<file path="src/rtl/reg_wb_arbiter_pkg.sv">
// Shared constants and types for the register-file writeback arbiter.
// Requester indices, default widths, zero-register address and write-enable encoding.
package reg_wb_arbiter_pkg;

    localparam int NUM_REQ = 3;
    localparam int REQ_ALU = 0;
    localparam int REQ_MEM = 1;
    localparam int REQ_RA  = 2;

    localparam int DATA_W_DEF = 16;
    localparam int ADDR_W_DEF = 4;

    localparam int unsigned ZERO_REG_ADDR = 0;

    typedef enum logic {
        WB_IDLE  = 1'b0,
        WB_WRITE = 1'b1
    } wb_write_e;

    typedef logic [1:0] req_idx_t;

    // Round-robin successor: ALU -> MEM -> RA -> ALU.
    function automatic req_idx_t next_idx(input req_idx_t idx);
        return (idx == req_idx_t'(NUM_REQ - 1)) ? req_idx_t'(0) : idx + 2'd1;
    endfunction

endpackage

</file>
<file path="src/rtl/reg_wb_arbiter_if.sv">
// Bus between the writeback requesters/decode stage and the arbiter.
// master = requesters and decode lookup; slave = the arbiter.
interface reg_wb_arbiter_if
    import reg_wb_arbiter_pkg::*;
#(
    parameter int DATA_W = DATA_W_DEF,
    parameter int ADDR_W = ADDR_W_DEF
);

    logic              alu_valid;
    logic [ADDR_W-1:0] alu_addr;
    logic [DATA_W-1:0] alu_value;
    logic              alu_ready;

    logic              mem_valid;
    logic [ADDR_W-1:0] mem_addr;
    logic [DATA_W-1:0] mem_value;
    logic              mem_ready;

    logic              ra_valid;
    logic [ADDR_W-1:0] ra_addr;
    logic [DATA_W-1:0] ra_value;
    logic              ra_ready;

    logic              wb_writable;
    logic [ADDR_W-1:0] wb_addr;
    logic [DATA_W-1:0] wb_value;

    logic [ADDR_W-1:0] lookup_addr1;
    logic [ADDR_W-1:0] lookup_addr2;
    logic              pend_hit1;
    logic              pend_hit2;
    logic [DATA_W-1:0] pend_value1;
    logic [DATA_W-1:0] pend_value2;

    modport master (
        output alu_valid, alu_addr, alu_value,
        output mem_valid, mem_addr, mem_value,
        output ra_valid, ra_addr, ra_value,
        output lookup_addr1, lookup_addr2,
        input  alu_ready, mem_ready, ra_ready,
        input  wb_writable, wb_addr, wb_value,
        input  pend_hit1, pend_hit2, pend_value1, pend_value2
    );

    modport slave (
        input  alu_valid, alu_addr, alu_value,
        input  mem_valid, mem_addr, mem_value,
        input  ra_valid, ra_addr, ra_value,
        input  lookup_addr1, lookup_addr2,
        output alu_ready, mem_ready, ra_ready,
        output wb_writable, wb_addr, wb_value,
        output pend_hit1, pend_hit2, pend_value1, pend_value2
    );

endinterface

</file>
<file path="src/rtl/reg_wb_arbiter_wb_slot.sv">
// One-entry writeback holding buffer with valid/ready handshake.
// A zero-register transfer is accepted but stores nothing.
module reg_wb_arbiter_wb_slot
    import reg_wb_arbiter_pkg::*;
#(
    parameter int          DATA_W   = DATA_W_DEF,
    parameter int          ADDR_W   = ADDR_W_DEF,
    parameter int unsigned ZERO_REG = ZERO_REG_ADDR
) (
    input  logic              clk,
    input  logic              rst,
    input  logic              req_valid_i,
    input  logic [ADDR_W-1:0] req_addr_i,
    input  logic [DATA_W-1:0] req_value_i,
    input  logic              grant_i,
    output logic              ready_o,
    output logic              load_o,
    output logic              valid_o,
    output logic [ADDR_W-1:0] addr_o,
    output logic [DATA_W-1:0] value_o
);

    localparam logic [ADDR_W-1:0] ZERO_ADDR = ADDR_W'(ZERO_REG);

    logic              valid_q, valid_d;
    logic [ADDR_W-1:0] addr_q, addr_d;
    logic [DATA_W-1:0] value_q, value_d;

    // A granted entry leaves at this edge, so its slot can refill in the same cycle.
    assign ready_o = !valid_q || grant_i;
    assign load_o  = req_valid_i && ready_o && (req_addr_i != ZERO_ADDR);

    // NOTE: every always_comb output gets a default first, so no path leaves it unassigned (no latch).
    always_comb begin
        valid_d = valid_q;
        addr_d  = addr_q;
        value_d = value_q;
        if (load_o) begin
            valid_d = 1'b1;
            addr_d  = req_addr_i;
            value_d = req_value_i;
        end else if (grant_i) begin
            valid_d = 1'b0;
        end
    end

    // NOTE: state is updated with non-blocking assignments only; blocking here would race other flops.
    // NOTE: addr/value are reset too -- cheap at one entry and keeps the lookup muxes free of X.
    always_ff @(posedge clk or negedge rst) begin
        if (!rst) begin
            valid_q <= 1'b0;
            addr_q  <= '0;
            value_q <= '0;
        end else begin
            valid_q <= valid_d;
            addr_q  <= addr_d;
            value_q <= value_d;
        end
    end

    assign valid_o = valid_q;
    assign addr_o  = addr_q;
    assign value_o = value_q;

endmodule

</file>
<file path="src/rtl/reg_wb_arbiter.sv">
// Shares the register-file write port between ALU, memory-load and link writebacks.
// Oldest-first per register, round-robin across requesters, with pending-value forwarding.
module reg_wb_arbiter
    import reg_wb_arbiter_pkg::*;
#(
    parameter int          DATA_W   = DATA_W_DEF,
    parameter int          ADDR_W   = ADDR_W_DEF,
    parameter int unsigned ZERO_REG = ZERO_REG_ADDR
) (
    input  logic             clk,
    input  logic             rst,
    reg_wb_arbiter_if.slave  bus
);

    localparam logic [ADDR_W-1:0] ZERO_ADDR = ADDR_W'(ZERO_REG);

    logic [NUM_REQ-1:0] req_valid;
    logic [ADDR_W-1:0]  req_addr   [NUM_REQ];
    logic [DATA_W-1:0]  req_value  [NUM_REQ];
    logic [NUM_REQ-1:0] slot_ready;
    logic [NUM_REQ-1:0] slot_load;
    logic [NUM_REQ-1:0] slot_valid;
    logic [ADDR_W-1:0]  slot_addr  [NUM_REQ];
    logic [DATA_W-1:0]  slot_value [NUM_REQ];

    logic [NUM_REQ-1:0] eligible;
    logic [NUM_REQ-1:0] grant;
    logic [NUM_REQ-1:0] keep;
    logic               grant_found;
    req_idx_t           grant_idx;
    req_idx_t           scan_idx;
    req_idx_t           rr_ptr_q, rr_ptr_d;

    // older_q[i][j] set means entry i was loaded before entry j.
    logic [NUM_REQ-1:0] older_q [NUM_REQ];
    logic [NUM_REQ-1:0] older_d [NUM_REQ];

    wb_write_e          wb_en;
    logic [ADDR_W-1:0]  lookup_addr [2];
    logic [NUM_REQ-1:0] lk_match    [2];
    logic [1:0]         pend_hit;
    logic [DATA_W-1:0]  pend_value  [2];

    assign req_valid = {bus.ra_valid, bus.mem_valid, bus.alu_valid};
    assign req_addr[REQ_ALU]  = bus.alu_addr;
    assign req_addr[REQ_MEM]  = bus.mem_addr;
    assign req_addr[REQ_RA]   = bus.ra_addr;
    assign req_value[REQ_ALU] = bus.alu_value;
    assign req_value[REQ_MEM] = bus.mem_value;
    assign req_value[REQ_RA]  = bus.ra_value;

    assign bus.alu_ready = slot_ready[REQ_ALU];
    assign bus.mem_ready = slot_ready[REQ_MEM];
    assign bus.ra_ready  = slot_ready[REQ_RA];

    for (genvar g = 0; g < NUM_REQ; g++) begin : g_slot
        reg_wb_arbiter_wb_slot #(
            .DATA_W   (DATA_W),
            .ADDR_W   (ADDR_W),
            .ZERO_REG (ZERO_REG)
        ) u_slot (
            .clk         (clk),
            .rst         (rst),
            .req_valid_i (req_valid[g]),
            .req_addr_i  (req_addr[g]),
            .req_value_i (req_value[g]),
            .grant_i     (grant[g]),
            .ready_o     (slot_ready[g]),
            .load_o      (slot_load[g]),
            .valid_o     (slot_valid[g]),
            .addr_o      (slot_addr[g]),
            .value_o     (slot_value[g])
        );
    end

    // An entry waits while an older entry targets the same register.
    always_comb begin
        eligible = slot_valid;
        for (int i = 0; i < NUM_REQ; i++) begin
            for (int j = 0; j < NUM_REQ; j++) begin
                if ((j != i) && slot_valid[j] && (slot_addr[j] == slot_addr[i]) && older_q[j][i]) begin
                    eligible[i] = 1'b0;
                end
            end
        end
    end

    always_comb begin
        grant       = '0;
        grant_found = 1'b0;
        grant_idx   = rr_ptr_q;
        scan_idx    = rr_ptr_q;
        for (int k = 0; k < NUM_REQ; k++) begin
            if (!grant_found && eligible[scan_idx]) begin
                grant_found = 1'b1;
                grant_idx   = scan_idx;
            end
            scan_idx = next_idx(scan_idx);
        end
        if (grant_found) begin
            grant[grant_idx] = 1'b1;
        end
        rr_ptr_d = grant_found ? next_idx(grant_idx) : rr_ptr_q;
    end

    // A new entry is younger than everything that stays; same-edge loads order by index.
    assign keep = slot_valid & ~grant & ~slot_load;

    always_comb begin
        older_d = older_q;
        for (int i = 0; i < NUM_REQ; i++) begin
            for (int j = 0; j < NUM_REQ; j++) begin
                if (i == j) begin
                    older_d[i][j] = 1'b0;
                end else if (slot_load[j]) begin
                    older_d[i][j] = keep[i] || (slot_load[i] && (i < j));
                end else if (slot_load[i]) begin
                    older_d[i][j] = 1'b0;
                end
            end
        end
    end

    always_ff @(posedge clk or negedge rst) begin
        if (!rst) begin
            older_q  <= '{default: '0};
            rr_ptr_q <= req_idx_t'(REQ_ALU);
        end else begin
            older_q  <= older_d;
            rr_ptr_q <= rr_ptr_d;
        end
    end

    always_comb begin
        wb_en        = WB_IDLE;
        bus.wb_addr  = '0;
        bus.wb_value = '0;
        if (grant_found) begin
            wb_en        = WB_WRITE;
            bus.wb_addr  = slot_addr[grant_idx];
            bus.wb_value = slot_value[grant_idx];
        end
    end

    assign bus.wb_writable = wb_en;

    // Granted entries still forward: the register file is written only at the coming edge.
    assign lookup_addr[0] = bus.lookup_addr1;
    assign lookup_addr[1] = bus.lookup_addr2;

    always_comb begin
        for (int p = 0; p < 2; p++) begin
            pend_hit[p]   = 1'b0;
            pend_value[p] = '0;
            for (int i = 0; i < NUM_REQ; i++) begin
                lk_match[p][i] = slot_valid[i] && (slot_addr[i] == lookup_addr[p]) &&
                                 (lookup_addr[p] != ZERO_ADDR);
            end
            for (int i = 0; i < NUM_REQ; i++) begin
                if (lk_match[p][i]) begin
                    pend_hit[p] = 1'b1;
                    if ((lk_match[p] & older_q[i]) == '0) begin
                        pend_value[p] = slot_value[i];
                    end
                end
            end
        end
    end

    assign bus.pend_hit1   = pend_hit[0];
    assign bus.pend_hit2   = pend_hit[1];
    assign bus.pend_value1 = pend_value[0];
    assign bus.pend_value2 = pend_value[1];

endmodule

</file>
<file path="src/flat_wrapper.sv">
// flat-port wrapper written by rule: the top's interface ports become plain ports
module reg_wb_arbiter_flat import reg_wb_arbiter_pkg::*;
#(
    parameter int          DATA_W   = DATA_W_DEF,
    parameter int          ADDR_W   = ADDR_W_DEF,
    parameter int unsigned ZERO_REG = ZERO_REG_ADDR
)
  (clk, rst, bus_alu_valid, bus_alu_addr, bus_alu_value, bus_mem_valid, bus_mem_addr, bus_mem_value, bus_ra_valid, bus_ra_addr, bus_ra_value, bus_lookup_addr1, bus_lookup_addr2, bus_alu_ready, bus_mem_ready, bus_ra_ready, bus_wb_writable, bus_wb_addr, bus_wb_value, bus_pend_hit1, bus_pend_hit2, bus_pend_value1, bus_pend_value2);
  reg_wb_arbiter_if #(.DATA_W(DATA_W), .ADDR_W(ADDR_W)) bus_i ();
  input  logic clk;
  input  logic rst;
  input wire logic [$bits(bus_i.alu_valid)-1:0] bus_alu_valid;
  input wire logic [$bits(bus_i.alu_addr)-1:0] bus_alu_addr;
  input wire logic [$bits(bus_i.alu_value)-1:0] bus_alu_value;
  input wire logic [$bits(bus_i.mem_valid)-1:0] bus_mem_valid;
  input wire logic [$bits(bus_i.mem_addr)-1:0] bus_mem_addr;
  input wire logic [$bits(bus_i.mem_value)-1:0] bus_mem_value;
  input wire logic [$bits(bus_i.ra_valid)-1:0] bus_ra_valid;
  input wire logic [$bits(bus_i.ra_addr)-1:0] bus_ra_addr;
  input wire logic [$bits(bus_i.ra_value)-1:0] bus_ra_value;
  input wire logic [$bits(bus_i.lookup_addr1)-1:0] bus_lookup_addr1;
  input wire logic [$bits(bus_i.lookup_addr2)-1:0] bus_lookup_addr2;
  output wire logic [$bits(bus_i.alu_ready)-1:0] bus_alu_ready;
  output wire logic [$bits(bus_i.mem_ready)-1:0] bus_mem_ready;
  output wire logic [$bits(bus_i.ra_ready)-1:0] bus_ra_ready;
  output wire logic [$bits(bus_i.wb_writable)-1:0] bus_wb_writable;
  output wire logic [$bits(bus_i.wb_addr)-1:0] bus_wb_addr;
  output wire logic [$bits(bus_i.wb_value)-1:0] bus_wb_value;
  output wire logic [$bits(bus_i.pend_hit1)-1:0] bus_pend_hit1;
  output wire logic [$bits(bus_i.pend_hit2)-1:0] bus_pend_hit2;
  output wire logic [$bits(bus_i.pend_value1)-1:0] bus_pend_value1;
  output wire logic [$bits(bus_i.pend_value2)-1:0] bus_pend_value2;
  assign bus_i.alu_valid = bus_alu_valid;
  assign bus_i.alu_addr = bus_alu_addr;
  assign bus_i.alu_value = bus_alu_value;
  assign bus_i.mem_valid = bus_mem_valid;
  assign bus_i.mem_addr = bus_mem_addr;
  assign bus_i.mem_value = bus_mem_value;
  assign bus_i.ra_valid = bus_ra_valid;
  assign bus_i.ra_addr = bus_ra_addr;
  assign bus_i.ra_value = bus_ra_value;
  assign bus_i.lookup_addr1 = bus_lookup_addr1;
  assign bus_i.lookup_addr2 = bus_lookup_addr2;
  assign bus_alu_ready = bus_i.alu_ready;
  assign bus_mem_ready = bus_i.mem_ready;
  assign bus_ra_ready = bus_i.ra_ready;
  assign bus_wb_writable = bus_i.wb_writable;
  assign bus_wb_addr = bus_i.wb_addr;
  assign bus_wb_value = bus_i.wb_value;
  assign bus_pend_hit1 = bus_i.pend_hit1;
  assign bus_pend_hit2 = bus_i.pend_hit2;
  assign bus_pend_value1 = bus_i.pend_value1;
  assign bus_pend_value2 = bus_i.pend_value2;
  reg_wb_arbiter #(.DATA_W(DATA_W), .ADDR_W(ADDR_W), .ZERO_REG(ZERO_REG)) u_core (.clk(clk), .rst(rst), .bus(bus_i));
endmodule
</file>
<file path="config.mk">
export PLATFORM = sky130hd
export DESIGN_NAME = reg_wb_arbiter_flat
export DESIGN_NICKNAME = d
export VERILOG_FILES = /design/src/rtl/reg_wb_arbiter_pkg.sv /design/src/rtl/reg_wb_arbiter_if.sv /design/src/rtl/reg_wb_arbiter_wb_slot.sv /design/src/rtl/reg_wb_arbiter.sv /design/src/flat_wrapper.sv
export SDC_FILE = /design/constraint.sdc
export NUM_CORES = 1
export LEC_CHECK = 0
export ABC_AREA = 0
export CORE_MARGIN = 2
export CORE_UTILIZATION = 25
export CTS_BUF_LIST = sky130_fd_sc_hd__clkbuf_8
export DETAILED_ROUTE_END_ITERATION = 12
export HOLD_SLACK_MARGIN = 0.12
export PLACE_DENSITY = 0.54
export SLEW_MARGIN = 10
export SYNTH_ARGS = -nofsm -noshare
export SYNTH_HDL_FRONTEND = slang
export SYNTH_HIERARCHICAL = 1
export SYNTH_SLANG_ARGS = --single-unit
</file>
<file path="constraint.sdc">
create_clock -name clk -period 2.95 [get_ports clk]
set_input_delay 0.4425 -clock clk [delete_from_list [all_inputs] [get_ports clk]]
set_output_delay 0.4425 -clock clk [all_outputs]
set_load 0.01 [all_outputs]
</file>
### Cells by drive strength, run 1

Scale: 3 px per um.
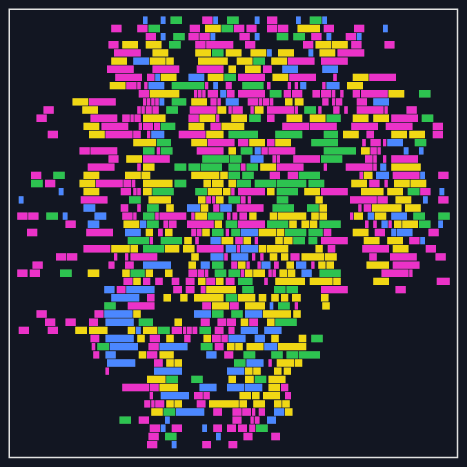
blue -> drive 2  # cells 101, share 13%
green -> drive 6 and up  # cells 114, share 15%
yellow -> drive 3 to 4  # cells 214, share 28%
magenta -> drive 1 or less  # cells 337, share 44%
min setup slack post-route: -0.242 ns
synth-to-layout area growth: 74.5%
Design Area, Final: 9170 um2
Non-clk bufs: 291

### Metal 3, run 1

Scale: 3 px per um.
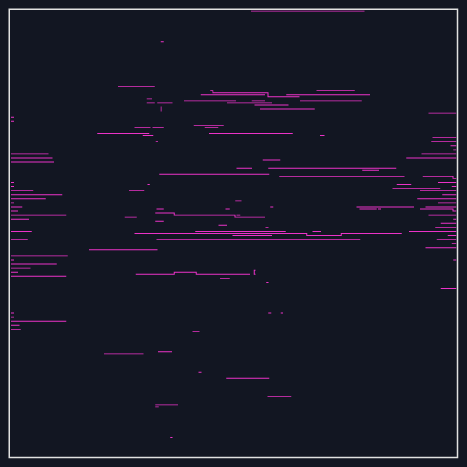
wire length on this layer = 1,270 um
nets with wire on the layer = 103
longest straight run = 67.6 um
final WL: 21,000 um
met3 Track Usage GR: 3.49%

### Signal metal coverage by tile, run 1

Scale: 2 px per um. 30 x 30 tiles, from black (low) to pale yellow (high), scaled to the fullest tile. Values are wire area over tile area, all layers added.
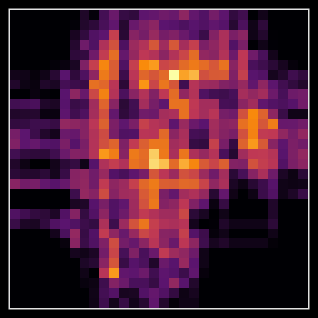
tiles over half the peak = 14%
nearly empty tiles = 26%
densest ninth of the die = centre
mean over tiles = 0.15
fullest tile = 0.63
via count: 5,090
wire per inst: 20.1 um

[run 1: logic make-up (layout without fill, tap and decap cells)]
family / count (synthesis) / after routing / synth area share, %
AND-OR/OR-AND: 94 / 94 / 15.8
XOR/XNOR: 32 / 32 / 5.34
buffers and inverters: 54 / 318 / 6.74
flip-flops: 71 / 71 / 33.8
multiplexers: 64 / 64 / 17.7
AND/OR/NAND/NOR: 187 / 187 / 20.7
[run 1: through the flow]
step	power (W)	hold WS, ns	area [um2]	utilization (%)
final	0.00222	0.579	9170	44.0
after global routing	0.00232	0.600	9170	44.0
after CTS	0.00221	0.580	8440	40.5
after detailed placement	0.00126	0.501	7390	35.5
after global placement	0.00126	0.499	7390	35.5
after floorplan	0.00107	0.147	5250	-
[run 1: report_power, final]
group / switching, W / leakage, nW / internal (W)
Sequential: 0 / 0.937 / 0.000972
Combinational: 0.000146 / 3.12 / 0.000183
Clock: 0.000420 / 0.113 / 0.000504
[run 1: routing by layer]
| metal | track usage (%) | routed length, um | vias to the layer above |
|---|---|---|---|
| met5 | 0 | 0 | - |
| met4 | 6.62 | 459 | 0 |
| met3 | 3.49 | 1270 | 32 |
| met2 | 30.1 | 10400 | 173 |
| met1 | 23.3 | 8840 | 2541 |
| li1 | - | - | 2344 |
[run 1: synthesized netlist by cell type, types with 9 or more instances]
cell / n
nor2_1: 24
inv_1: 10
dfrtp_1: 71
buf_2: 22
nor3b_1: 21
or2_1: 10
xnor2_1: 30
nand2_1: 69
a22o_1: 9
o2bb2ai_1: 16
mux2_2: 9
a221o_1: 21
a31oi_1: 16
mux2_4: 55
[run 1: state kept, by name, summed over array words and instances (netlist names)]
signal / flops
u_core/g_slot.u_slot/value_o: 48
u_core/g_slot.u_slot/addr_o: 12
u_core/older_q: 6
u_core/g_slot.u_slot/valid_o: 3
u_core/rr_ptr_q: 2
==> flow_metrics.env, run 1 <==
# yosys + openroad results
export IMPL_cp_buffers_inverters=6
export IMPL_ys_seq_share_pct=33.8
export IMPL_crit_top_cell="buf_6"
export IMPL_clkCellAreaFrac_pct=2.48
export IMPL_grt_start_max_net_pins=47
export IMPL_fin_nets=834
export IMPL_fillers=1976
export IMPL_hold_viol_final=0
export IMPL_required_ns=2.51
export IMPL_syn_area_um2=5250
export IMPL_instances_no_fill=1041
export IMPL_synth_nets=575
export IMPL_status="complete, but fails checks"
export IMPL_vdd_drop_max_uv=147
export IMPL_ys_ff=71
export IMPL_pre_cts_slack_ns=-0.933
export IMPL_slew_viol_final=0
export IMPL_p_per_area_nw_per_um2=243
export IMPL_flop_area_um2=1790
export IMPL_dieArea_um2=22200
export IMPL_violations="setup timing"
export IMPL_clock_latency_late_pin_ns=0.37
export IMPL_antenna_found_initial=0
export IMPL_setup_viol=93
export IMPL_boundaryPins=131
export IMPL_async_flop_share_pct=100
export IMPL_seq_share_pct=19.5
export IMPL_cp_max_fo=8
export IMPL_finalWorstSetupSlack_ns=-0.242
export IMPL_reg2reg_to="u_core/older_q[1]"
export IMPL_max_cap_viol_count=0
export IMPL_cp_endpoint="bus_pend_value1[9]"
export IMPL_grt_pass1_wl_um=30500
export IMPL_postCtsHoldBufs=1
export IMPL_flop_cell="dfrtp_1"
export IMPL_cts_tree="yes"
export IMPL_postSynthCellCount=502
export IMPL_dr_pass1_iters=5
==> run 2, diff against run 1 <==
- RECOVER_POWER: unset -> 50
### Clock nets, run 2

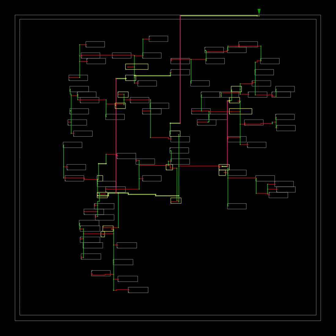
Clock Power: 0.000926 W
clk latency late pin: 0.38 ns
skew final: 0.0202 ns

==> run 2 against run 1 <==
  * Clock skew is 0.0023 ns higher
  * Critical path depth is 1 lower
  * The flow still finishes with violations (setup timing)
  * Sequential share of layout area hardly changed
  * Highest routed layer unchanged
  * Hold slack better by 0.0038 ns
==> flow_metrics.env, run 2 <==
# yosys + openroad results
export IMPL_status="complete, but fails checks"
export IMPL_violations="setup timing"
export IMPL_syn_area_um2=5250
export IMPL_setup_viol=92
export IMPL_max_cap_viol_count=0
export IMPL_finalWorstSetupSlack_ns=-0.244
export IMPL_flop_cell="dfrtp_1"
export IMPL_place_area_um2=7390
export IMPL_slew_viol_final=0
export IMPL_vdd_drop_max_uv=149
export IMPL_mux_share_pct=17.7
export IMPL_pre_cts_slack_ns=-0.933
export IMPL_cts_tree="yes"
export IMPL_synth_xor_xnor_area_share_pct=5.34
export IMPL_largest_reg_flops=48
export IMPL_routedWlPerCell_um=20.1
export IMPL_boundaryPins=131
export IMPL_grt_start_max_net_pins=47
export IMPL_crit_top_cell="buf_6"
export IMPL_antenna_found_initial=0
export IMPL_async_flop_share_pct=100
export IMPL_dieArea_um2=22200
==> run 2: power breakdown <==
| part | internal, W | leakage (nW) | switching [W] |
|---|---|---|---|
| Combinational | 0.000181 | 3.11 | 0.000145 |
| Sequential | 0.000972 | 0.937 | 0 |
| Clock | 0.000504 | 0.113 | 0.000422 |
==> run 2: per-layer routing <==
metal | vias up | GRT usage (%) | wire length (um)
li1 | 2344 | - | -
met1 | 2534 | 23.3 | 8780
met2 | 189 | 30.1 | 10400
met3 | 28 | 3.49 | 1320
met4 | 0 | 6.62 | 430
met5 | - | 0 | 0
==> run 2: through the flow <==
stage,instances,total power (W),util (%)
2_1_floorplan,502,0.00107,-
3_3_place_gp,946,0.00126,35.5
3_5_place_dp,946,0.00126,35.5
4_1_cts,1016,0.00221,40.5
5_1_grt,1041,0.00231,44.0
6_report,1041,0.00222,44.0
==> run 2: worst paths after layout <==
path | from | to | slack [ns] | cells after the start
max in group asynchronous | rst | u_core/g_slot[2].u_slot/addr_o[1] | 0.48 | 3
max reg2reg | u_core/g_slot[2].u_slot/addr_o[1] | u_core/older_q[1] | -0.16 | 17
min | u_core/g_slot[0].u_slot/value_o[4] | u_core/g_slot[0].u_slot/value_o[4] | 0.58 | 1
min reg2reg | u_core/g_slot[0].u_slot/value_o[4] | u_core/g_slot[0].u_slot/value_o[4] | 0.58 | 1
min in group asynchronous | rst | u_core/g_slot[2].u_slot/value_o[6] | 0.93 | 2
max | u_core/g_slot[0].u_slot/addr_o[1] | bus_pend_value2[15] | -0.24 | 11
==> run 2: final cells by class <==
cell class	count	area share [%]
repair buffers	291	31.3
clock buffers	10	1.50
well taps	275	3.76
clock inverters	6	0.984
flip-flops and latches	71	19.6
inverters	11	0.533
multi-input cells	377	42.3
==> run 3, diff against run 2 <==
- DONT_BUFFER_PORTS: unset -> 1
- HOLD_SLACK_MARGIN: 0.12 -> unset
- PLACE_DENSITY: 0.54 -> 0.44
- clock period: 2.95 -> 3.67 ns (I/O delays scaled with it)
### Cells by drive strength, run 3

Scale: 3 px per um.
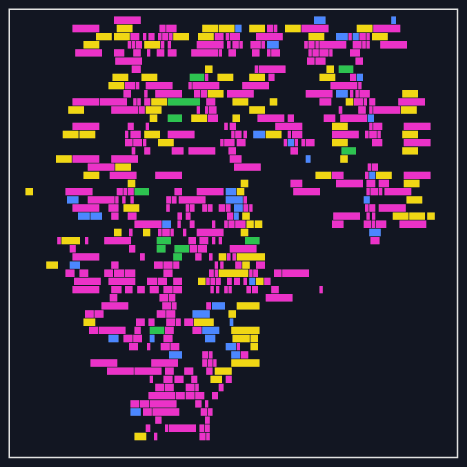
yellow -> drive 3 to 4  # cells 86, share 17%
green -> drive 6 and up  # cells 12, share 2.4%
magenta -> drive 1 or less  # cells 367, share 73%
blue -> drive 2  # cells 36, share 7.2%
synth-to-layout area growth: 7.31%
Design Area, Final: 5640 um2

==> run 3 against run 2 <==
  * The run ends with capacitance limit, slew limit left
  * Clock skew decreased by 0.0012 ns
  * Die area unchanged
  * Total power is 30% lower
  * Critical path type unchanged
  * Global-route usage fell by 1.9 points
  * Critical endpoint is now bus_pend_value2[12]
==> flow_metrics.env, run 3 <==
# yosys + openroad results
export IMPL_status="complete, but fails checks"
export IMPL_violations="capacitance limit, slew limit"
export IMPL_grt_met1_usage_pct=20.5
export IMPL_r2r_slack_ns=0.30
export IMPL_vdd_drop_max_uv=144
export IMPL_fillers=2201
export IMPL_flop_cell="dfrtp_1"
export IMPL_grt_start_max_net_pins=72
export IMPL_p_clk_share_pct=43.5
export IMPL_boundaryPins=131
export IMPL_met1_length_um=7770
export IMPL_p_int_w=0.00113
export IMPL_slew_viol_final=72
export IMPL_flop_area_um2=1780
export IMPL_finalWorstSetupSlack_ns=0.148
export IMPL_fin_skew_ns=0.0189
export IMPL_mux_share_pct=17.7
export IMPL_drt_wl_total_um=18300
export IMPL_finalPower_w=0.00155
export IMPL_hold_viol_final=0
export IMPL_clock_latency_late_pin_ns=0.38
export IMPL_vias=4120
export IMPL_antenna_found_initial=1
export IMPL_p_per_area_nw_per_um2=275
export IMPL_largest_reg_flops=48
export IMPL_routedWlPerCell_um=23.6
export IMPL_fin_nets=569
export IMPL_max_cap_viol_count=1
export IMPL_setup_viol=0
export IMPL_ys_ff=71
export IMPL_final_util_pct=27.1
export IMPL_cts_tree="yes"
export IMPL_topCombFamilyByArea="simple AND/OR/NAND/NOR gates"
export IMPL_required_ns=3.12
export IMPL_grt_busiest_layer="met2"
export IMPL_switching_share_pct=27.3
export IMPL_synth_xor_xnor_area_share_pct=5.34
export IMPL_common_cells="dfrtp_1 (71), nand2_1 (69), mux2_4 (55)"
export IMPL_cp_max_fo=16
export IMPL_use_met2_pct=25.6
export IMPL_async_flop_share_pct=100
export IMPL_pre_cts_slack_ns=0.591
export IMPL_power_switching_w=0.000424
export IMPL_seq_power_share_pct=50.3
export IMPL_postSynthCellCount=502
export IMPL_dr_pass1_iters=5
export IMPL_wl_met3_um=1320
export IMPL_ys_sh_adder_pct=0
run 3: final timing paths:
path	from	end	cells past startpoint
worst min-delay path	bus_ra_value[5]	u_core/g_slot[2].u_slot/value_o[5]	1
worst max-delay path	u_core/g_slot[1].u_slot/addr_o[3]	bus_pend_value2[12]	8
max in group asynchronous	rst	u_core/g_slot[1].u_slot/addr_o[3]	1
worst max register to register	u_core/g_slot[0].u_slot/addr_o[1]	u_core/g_slot[2].u_slot/value_o[10]	9
min in group asynchronous	rst	u_core/g_slot[0].u_slot/value_o[4]	1
worst min register to register	u_core/g_slot[2].u_slot/value_o[15]	u_core/g_slot[2].u_slot/value_o[15]	1
run 3: cell type report:
type	count	area share, %
multi-input cells	377	54.8
flip-flops and latches	71	31.5
well taps	275	6.10
repair buffers	26	3.33
clock buffers	9	2.20
clock inverters	7	1.27
inverters	11	0.733
diodes	1	0.0444
run 3: per-stage QoR:
step	hold WS (ns)	std cells
detailed placement	0.256	759
CTS	0.0570	776
global route	0.269	777
global placement	0.257	759
finish	0.297	777
floorplan	0.255	502
run 3: critical path: stages (launching register included):
cell	delay, ns
dfrtp_1	0.50
or2_0	0.26
o21ai_0	0.53
or3b_2	0.51
o311ai_2	0.08
buf_4	0.29
or2_1	0.14
a31oi_1	0.11
buf_4	0.19
run 3: power by group through the flow:
| stage | Clock (W) | Sequential [W] | Combinational (W) |
|---|---|---|---|
| 2_1_floorplan | 0 | 0.000797 | 0.0000625 |
| 3_3_place_gp | 0 | 0.000797 | 0.0000793 |
| 3_5_place_dp | 0 | 0.000797 | 0.0000801 |
| 4_1_cts | 0.000689 | 0.000781 | 0.000101 |
| 5_1_grt | 0.000733 | 0.000782 | 0.000103 |
| 6_report | 0.000675 | 0.000782 | 0.0000956 |

==> screenshots <==
Register map, names as in the netlist.
Scale: 2 px per um. Other sequential cells in the stronger grey, the rest of the logic in the fainter grey.
(a)
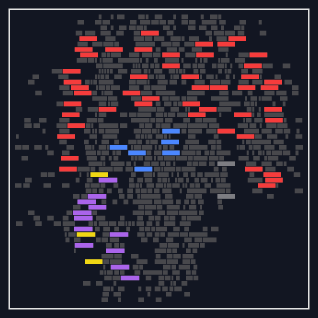
(b)
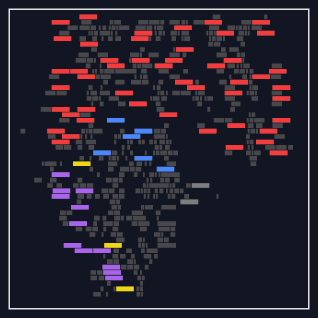
run 3 -> (b)
run 1 -> (a)

Power and IR drop assume default switching activity.
